File: src/rtl/bus_pkg.sv
// rtl/bus_pkg.sv - shared state encoding, bank field position and error data for bus_fabric
package bus_pkg;

    typedef enum logic [1:0] {
        ST_IDLE = 2'd0,
        ST_BUSY = 2'd1,
        ST_RESP = 2'd2,
        ST_HOLD = 2'd3
    } state_t;

    localparam int          BANK_HI  = 31;
    localparam int          BANK_LO  = 24;
    localparam int          IDX_W    = 3;
    localparam logic [31:0] ERR_DATA = 32'h0000_0000;

    function automatic logic [7:0] bank_of(input logic [31:0] adr);
        return adr[BANK_HI:BANK_LO];
    endfunction

endpackage

File: src/rtl/bus_decode.sv
// rtl/bus_decode.sv - combinational bank decode: address bank field to slave hit and index
module bus_decode
    import bus_pkg::*;
#(
    parameter int                     NSLAVES     = 4,
    parameter logic [8*NSLAVES-1:0]   SLAVE_BANKS = {8'h04, 8'h03, 8'h02, 8'h00}
) (
    input  logic [31:0]      adr,
    output logic             hit,
    output logic [IDX_W-1:0] idx
);

    // Scan downward so the lowest matching slave is the last to overwrite.
    always_comb begin
        hit = 1'b0;
        idx = '0;
        for (int i = NSLAVES - 1; i >= 0; i--) begin
            if (SLAVE_BANKS[i*8 +: 8] == bank_of(adr)) begin
                hit = 1'b1;
                idx = IDX_W'(i);
            end
        end
    end

endmodule

File: src/rtl/bus_fabric.sv
// rtl/bus_fabric.sv - single-master bank-decoded bus fabric with timeout and sticky error address
module bus_fabric
    import bus_pkg::*;
#(
    parameter int                     NSLAVES     = 4,
    parameter logic [8*NSLAVES-1:0]   SLAVE_BANKS = {8'h04, 8'h03, 8'h02, 8'h00},
    parameter int                     TIMEOUT     = 255
) (
    input  logic                    clk,
    input  logic                    rst_i,
    input  logic                    m_stb_i,
    input  logic                    m_we_i,
    input  logic [31:0]             m_adr_i,
    input  logic [3:0]              m_sel_i,
    input  logic [31:0]             m_dat_i,
    output logic [31:0]             m_dat_o,
    output logic                    m_ack_o,
    output logic                    m_err_o,
    output logic [NSLAVES-1:0]      s_stb_o,
    output logic                    s_we_o,
    output logic [31:0]             s_adr_o,
    output logic [3:0]              s_sel_o,
    output logic [31:0]             s_dat_o,
    input  logic [NSLAVES-1:0]      s_ack_i,
    input  logic [32*NSLAVES-1:0]   s_dat_i,
    output logic [31:0]             err_adr_o
);

    localparam int               CNT_W  = $clog2(TIMEOUT + 1);
    localparam logic [CNT_W-1:0] TO_VAL = CNT_W'(TIMEOUT);

    state_t             state, state_nxt;
    logic               dec_hit;
    logic [IDX_W-1:0]   dec_idx;
    logic [IDX_W-1:0]   sel_idx;
    logic [NSLAVES-1:0] dec_onehot;
    logic [31:0]        sel_dat;
    logic               sel_ack;
    logic               ack_hit;
    logic               timed_out;
    logic               err_flag;
    logic [CNT_W-1:0]   cnt;
    logic [CNT_W-1:0]   cnt_inc;

    bus_decode #(
        .NSLAVES     (NSLAVES),
        .SLAVE_BANKS (SLAVE_BANKS)
    ) u_decode (
        .adr (m_adr_i),
        .hit (dec_hit),
        .idx (dec_idx)
    );

    // s_stb_o is one-hot on the selected slave while BUSY, so it doubles as the ack mask.
    always_comb begin
        dec_onehot = '0;
        sel_dat    = '0;
        for (int i = 0; i < NSLAVES; i++) begin
            dec_onehot[i] = (dec_idx == IDX_W'(i));
            if (sel_idx == IDX_W'(i)) begin
                sel_dat = s_dat_i[i*32 +: 32];
            end
        end
        sel_ack   = |(s_ack_i & s_stb_o);
        cnt_inc   = cnt + CNT_W'(1);
        ack_hit   = (state == ST_BUSY) && sel_ack;
        timed_out = (state == ST_BUSY) && !sel_ack && (cnt_inc == TO_VAL);
    end

    always_ff @(posedge clk or posedge rst_i) begin
        if (rst_i) begin
            state <= ST_IDLE;
        end else begin
            state <= state_nxt;
        end
    end

    always_comb begin
        state_nxt = state;
        unique case (state)
            ST_IDLE: if (m_stb_i) state_nxt = dec_hit ? ST_BUSY : ST_RESP;
            ST_BUSY: if (ack_hit || timed_out) state_nxt = ST_RESP;
            ST_RESP: state_nxt = ST_HOLD;
            ST_HOLD: if (!m_stb_i) state_nxt = ST_IDLE;
            default: state_nxt = ST_IDLE;
        endcase
    end

    always_ff @(posedge clk or posedge rst_i) begin
        if (rst_i) begin
            s_stb_o   <= '0;
            s_we_o    <= 1'b0;
            s_adr_o   <= '0;
            s_sel_o   <= '0;
            s_dat_o   <= '0;
            m_dat_o   <= '0;
            m_ack_o   <= 1'b0;
            m_err_o   <= 1'b0;
            err_adr_o <= '0;
            sel_idx   <= '0;
            err_flag  <= 1'b0;
            cnt       <= '0;
        end else begin
            m_ack_o <= 1'b0;
            m_err_o <= 1'b0;
            unique case (state)
                ST_IDLE: begin
                    if (m_stb_i) begin
                        s_we_o   <= m_we_i;
                        s_adr_o  <= m_adr_i;
                        s_sel_o  <= m_sel_i;
                        s_dat_o  <= m_dat_i;
                        sel_idx  <= dec_idx;
                        err_flag <= !dec_hit;
                        cnt      <= '0;
                        if (dec_hit) begin
                            s_stb_o <= dec_onehot;
                        end
                    end
                end
                ST_BUSY: begin
                    cnt <= cnt_inc;
                    if (ack_hit) begin
                        s_stb_o  <= '0;
                        m_dat_o  <= sel_dat;
                        err_flag <= 1'b0;
                    end else if (timed_out) begin
                        s_stb_o  <= '0;
                        m_dat_o  <= ERR_DATA;
                        err_flag <= 1'b1;
                    end
                end
                ST_RESP: begin
                    if (err_flag) begin
                        m_err_o   <= 1'b1;
                        err_adr_o <= s_adr_o;
                    end else begin
                        m_ack_o <= 1'b1;
                    end
                end
                default: ;
            endcase
        end
    end

endmodule
File: config.mk
export PLATFORM = sky130hd
export DESIGN_NAME = bus_fabric
export DESIGN_NICKNAME = d
export VERILOG_FILES = /design/src/rtl/bus_pkg.sv /design/src/rtl/bus_decode.sv /design/src/rtl/bus_fabric.sv
export SDC_FILE = /design/constraint.sdc
export NUM_CORES = 1
export LEC_CHECK = 0
export CORE_AREA = 2 2 132 134
export CTS_CLUSTER_DIAMETER = 100
export DETAILED_ROUTE_END_ITERATION = 10
export DIE_AREA = 0 0 134 136
export MAX_ROUTING_LAYER = met4
export PLACE_DENSITY = 0.93
export REMOVE_ABC_BUFFERS = 1
export SLEW_MARGIN = 20
export SYNTH_ARGS = -nofsm -noshare
export SYNTH_HDL_FRONTEND = slang
export SYNTH_SLANG_ARGS = --single-unit
File: constraint.sdc
create_clock -name clk -period 14.1 [get_ports clk]
set_input_delay 1.41 -clock clk [delete_from_list [all_inputs] [get_ports clk]]
set_output_delay 1.41 -clock clk [all_outputs]
set_load 0.01 [all_outputs]
Figure 1. Routing congestion (run 1).
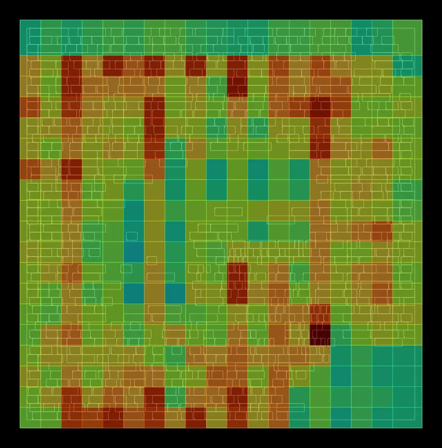
GRT met3 Usage: 5.52%
Util after Layout: 65.7%
met1 Use GR: 25.5%
met2 GRT Util: 39.4%

Figure 2. Signal wires on met3 (run 1).
The bar under the picture is 50 um long.
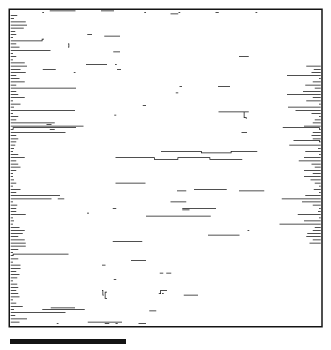
189 nets have wire on it. The layer holds 6.1% of the routed length.
Routed WL: 20,000 um
vias: 5,337

Figure 3. Met2 routing (run 1).
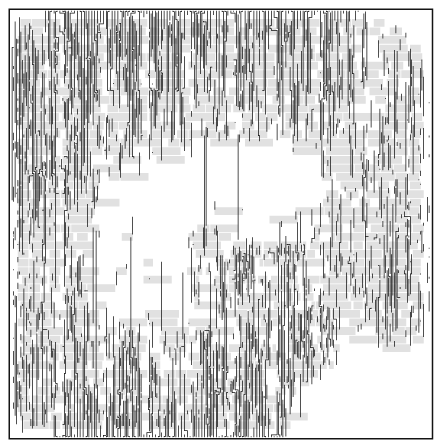
The wires run mostly vertical. The layer holds 54% of the routed length.

==> Slide: Implementation Results, run 1 <==
Key Metrics from the Run

Run status
  – Outcome: finished clean

Logic synthesis
  – Sequential share of the synthesized area: 55.5%
  – Compound Share, Synth: 8.58%
  – Synth area leader: dfrtp_1
  – Post-Syn Area: 6850 um^2

Timing
  – Final period util: 22.2%
  – Max Fclk: 319 MHz

Clocking
  – Post-CTS sizing: 0
  – CTS HTree Levels: 4
  – Clock-pin slew on the worst setup and hold paths: 0.06 ns

Worst setup path
  – Worst path bufs/invs: 1
  – Crit-path most repeated cell: a21oi_4
  – Setup CP Type: input pin to flop
  – Reg2reg end: m_dat_o[13]$_DFFE_PP0P_

Pwr
  – Comb pwr: 0.829 mW
  – Int Pwr: 1.40 mW

Hold path
  – Min-Delay Path Class: flop to flop

Final layout
  – Final nets: 1,009
  – Seq area share: 34.3%
  – Clock buf/inv share: 5.63%

Placement
  – Dpl ws: 10.50 ns

Floorplan
  – Core area: 16,900 um^2

Run
  – Max_cap viols: 0
Figure 4. Gate-type map (run 1).
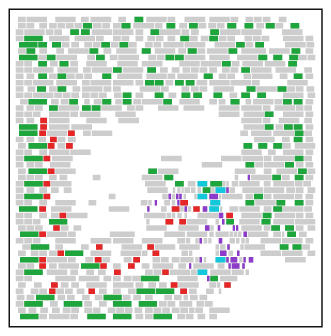

==> inputs of run 2 (changes only) <==
CORE_AREA = unset   (was 2 2 132 134)
CORE_MARGIN = 2   (was unset)
CORE_UTILIZATION = 41   (was unset)
DIE_AREA = unset   (was 0 0 134 136)
PLACE_DENSITY = 0.94   (was 0.93)
clock period = 3.08 ns   (was 14.1 ns; I/O delays follow)
Figure 5. Gate-type map (run 2).
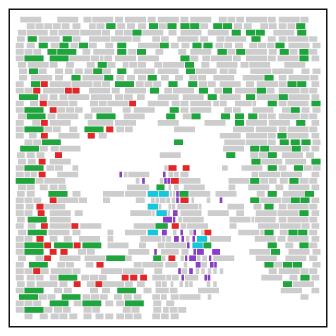
Key: purple = nand cells [cells 33, most used nand2_1]; red = non-inverting ao/oa cells [cells 39, most used a22o_1]; green = mux cells [cells 137, most used mux2_2, where spread over the die]; cyan = fa/ha/maj cells [cells 7, most used ha_1]

==> Slide: Implementation Results, run 2 <==
Key Metrics from the Run

Final layout
  – Util after Layout: 67.4% (+1.7 points)
  – Final nets: 1,015 (+0.59%)
  – Clock buf/inv share: 5.12% (-0.51 points)

Clocking
  – Clock-pin slew on the worst setup and hold paths: 0.07 ns (about the same)
  – CTS HTree Levels: 4 (unchanged)
  – Post-CTS sizing: 0 (unchanged)

Run
  – Max_cap viols: 0 (unchanged)

Global route
  – Met1 Use GR: 27.5% (+2.0 points)
  – GRT met3 Usage: 6.93% (+1.4 points)
  – Met2 GRT Util: 40.7% (+1.3 points)

Run status
  – Outcome: finished clean

Logic synthesis
  – Synth area leader: dfrtp_1
  – Sequential share of the synthesized area: 55.5% (unchanged)
  – Post-Syn Area: 6850 um^2 (unchanged)
  – Compound Share, Synth: 8.58% (unchanged)

Worst setup path
  – Setup CP Type: flop to flop
  – Worst path bufs/invs: 0 (-1)
  – Reg2reg end: m_dat_o[26]$_DFFE_PP0P_

Route
  – Routed WL: 21,100 um (+5.8%)
  – Vias: 5,451 (+2.1%)

Placement
  – Dpl ws: 0.731 ns (-9.77 ns)

Floorplan
  – Core area: 16,500 um^2 (-2.4%)

Pwr
  – Int Pwr: 6.24 mW (+350%)
  – P_clk: 2.01 mW
  – Comb pwr: 3.80 mW (+360%)

Hold path
  – Min-Delay Path Class: input pin to asynchronous set/reset pin
Figure 6. Met2 routing (run 2).
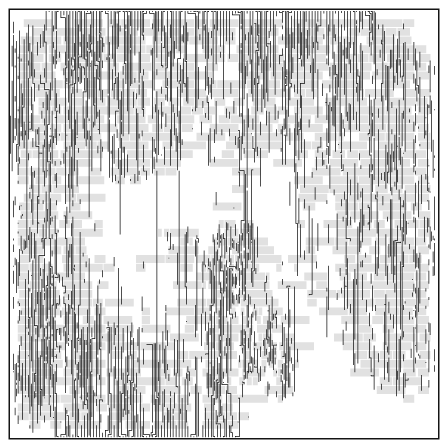

==> inputs of run 3 (changes only) <==
CORE_UTILIZATION = 37   (was 41)
PLACE_DENSITY = 0.9   (was 0.94)
clock period = 2.09 ns   (was 3.08 ns; I/O delays follow)
Figure 7. Met2 routing (run 3).
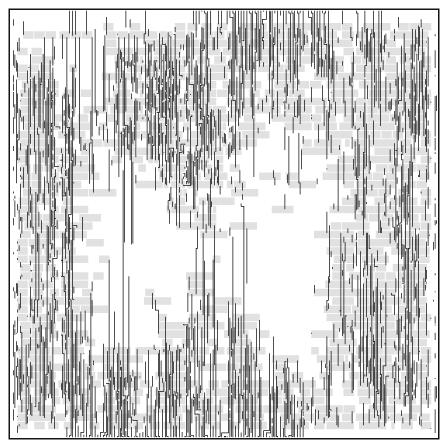
988 nets have wire on it. The longest straight run is 73.7 um. The wires run mostly vertical.
vias: 5,551
Routed WL: 21,700 um
met2 GRT Util: 40.1%

==> Slide: Implementation Results, run 3 <==
Key Metrics from the Run

Route
  – DRC viols: 25
  – M1 WL: 8160 um

Run status
  – Outcome: finished with violations
  – Failing checks: design-rule violations

Hold path
  – Min-Delay Path Class: input pin to asynchronous set/reset pin

Clocking
  – # Post-CTS Setup Buffers: 0
  – Post-CTS sizing: 6 (+6)
  – Clock root buffer: clkbuf_16
  – Clock-pin slew on the worst setup and hold paths: 0.07 ns (about the same)
  – CTS HTree Levels: 4 (unchanged)

Worst setup path
  – Worst path bufs/invs: 2 (+2)
  – End of the critical path: state[0]$_DFFE_PP0P_
  – Launch point of the worst reg-to-reg path: cnt[5]$_DFFE_PP0P_
  – Crit-path most repeated cell: buf_4
  – Reg2reg end: state[0]$_DFFE_PP0P_
  – Setup CP Type: flop to flop

Floorplan
  – Core area: 18,100 um^2 (+9.8%)
  – Tapcell count: 229

Timing
  – Hold Violations, Final: 0
  – Final Max Slew Viols: 0
  – Setup WS post-layout: 0.0273 ns
  – Final TNS setup: 0 ns

Logic synthesis
  – Compound Share, Synth: 8.58% (unchanged)
  – Async SR Flop Fraction: 100%
  – Avg Synthesized Cell Area: 14.8 um^2
  – YS chip area: 6850 um^2
  – Post-Syn Area: 6850 um^2 (unchanged)
  – Synth area leader: dfrtp_1
  – Cell variety after synth: 46
  – Sequential share of the synthesized area: 55.5% (unchanged)
  – Area share of fa/ha/maj cells after synthesis: 1.28%
  – Largest type area fraction: 55.5%
  – Yosys xor share: 0%

Pwr
  – Clk pwr share: 21.0%
  – Int Pwr: 9.26 mW (+48%)
  – Sequential Power Share: 35.8%
  – Comb pwr: 5.85 mW (+54%)
  – Pwr Density: 1190 nW/um^2
  – P_clk: 2.85 mW (+42%)

Global route
  – Number of global-route vias before repair: 6,033
  – Met1 Use GR: 25.9% (-1.6 points)
  – GRT met3 Usage: 6.39% (-0.53 points)

Final layout
  – Non-clk bufs: 375
  – Seq area share: 33.5%
  – Clock buf/inv share: 4.82% (-0.30 points)
  – Util after Layout: 62.9% (-4.5 points)
  – Final nets: 1,039 (+2.4%)
  – Top Layout Cells: clkdlybuf4s50_1, dfrtp_1, mux2_2

Run
  – Max_cap viols: 0 (unchanged)

Placement
  – Dpl ws: -0.187 ns (-0.918 ns)

==> gallery <==
Where the registers sit.
image #1
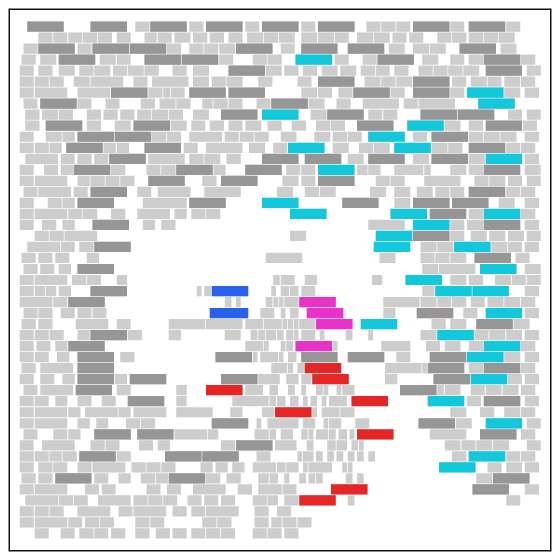
image #2
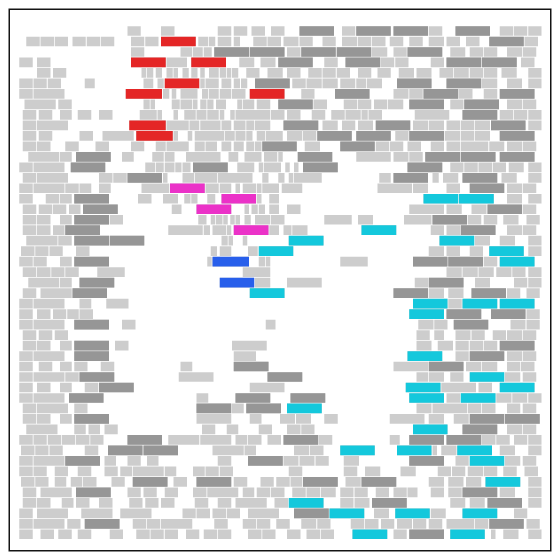
image #3
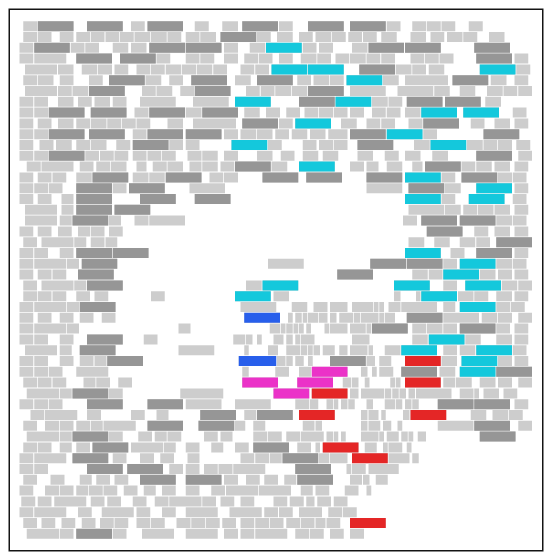
image #3 -> run 1
image #2 -> run 3
image #1 -> run 2

Key to image #3:
Key: red = `cnt` [placed flops 8]; blue = `sel_idx` [placed flops 2]; cyan = `s_adr_o` [placed flops 32]; magenta = `s_stb_o` [placed flops 4]
Another 106 sequential cells are not colored.

Power figures rest on the tool's default switching activity, not on a simulated workload.
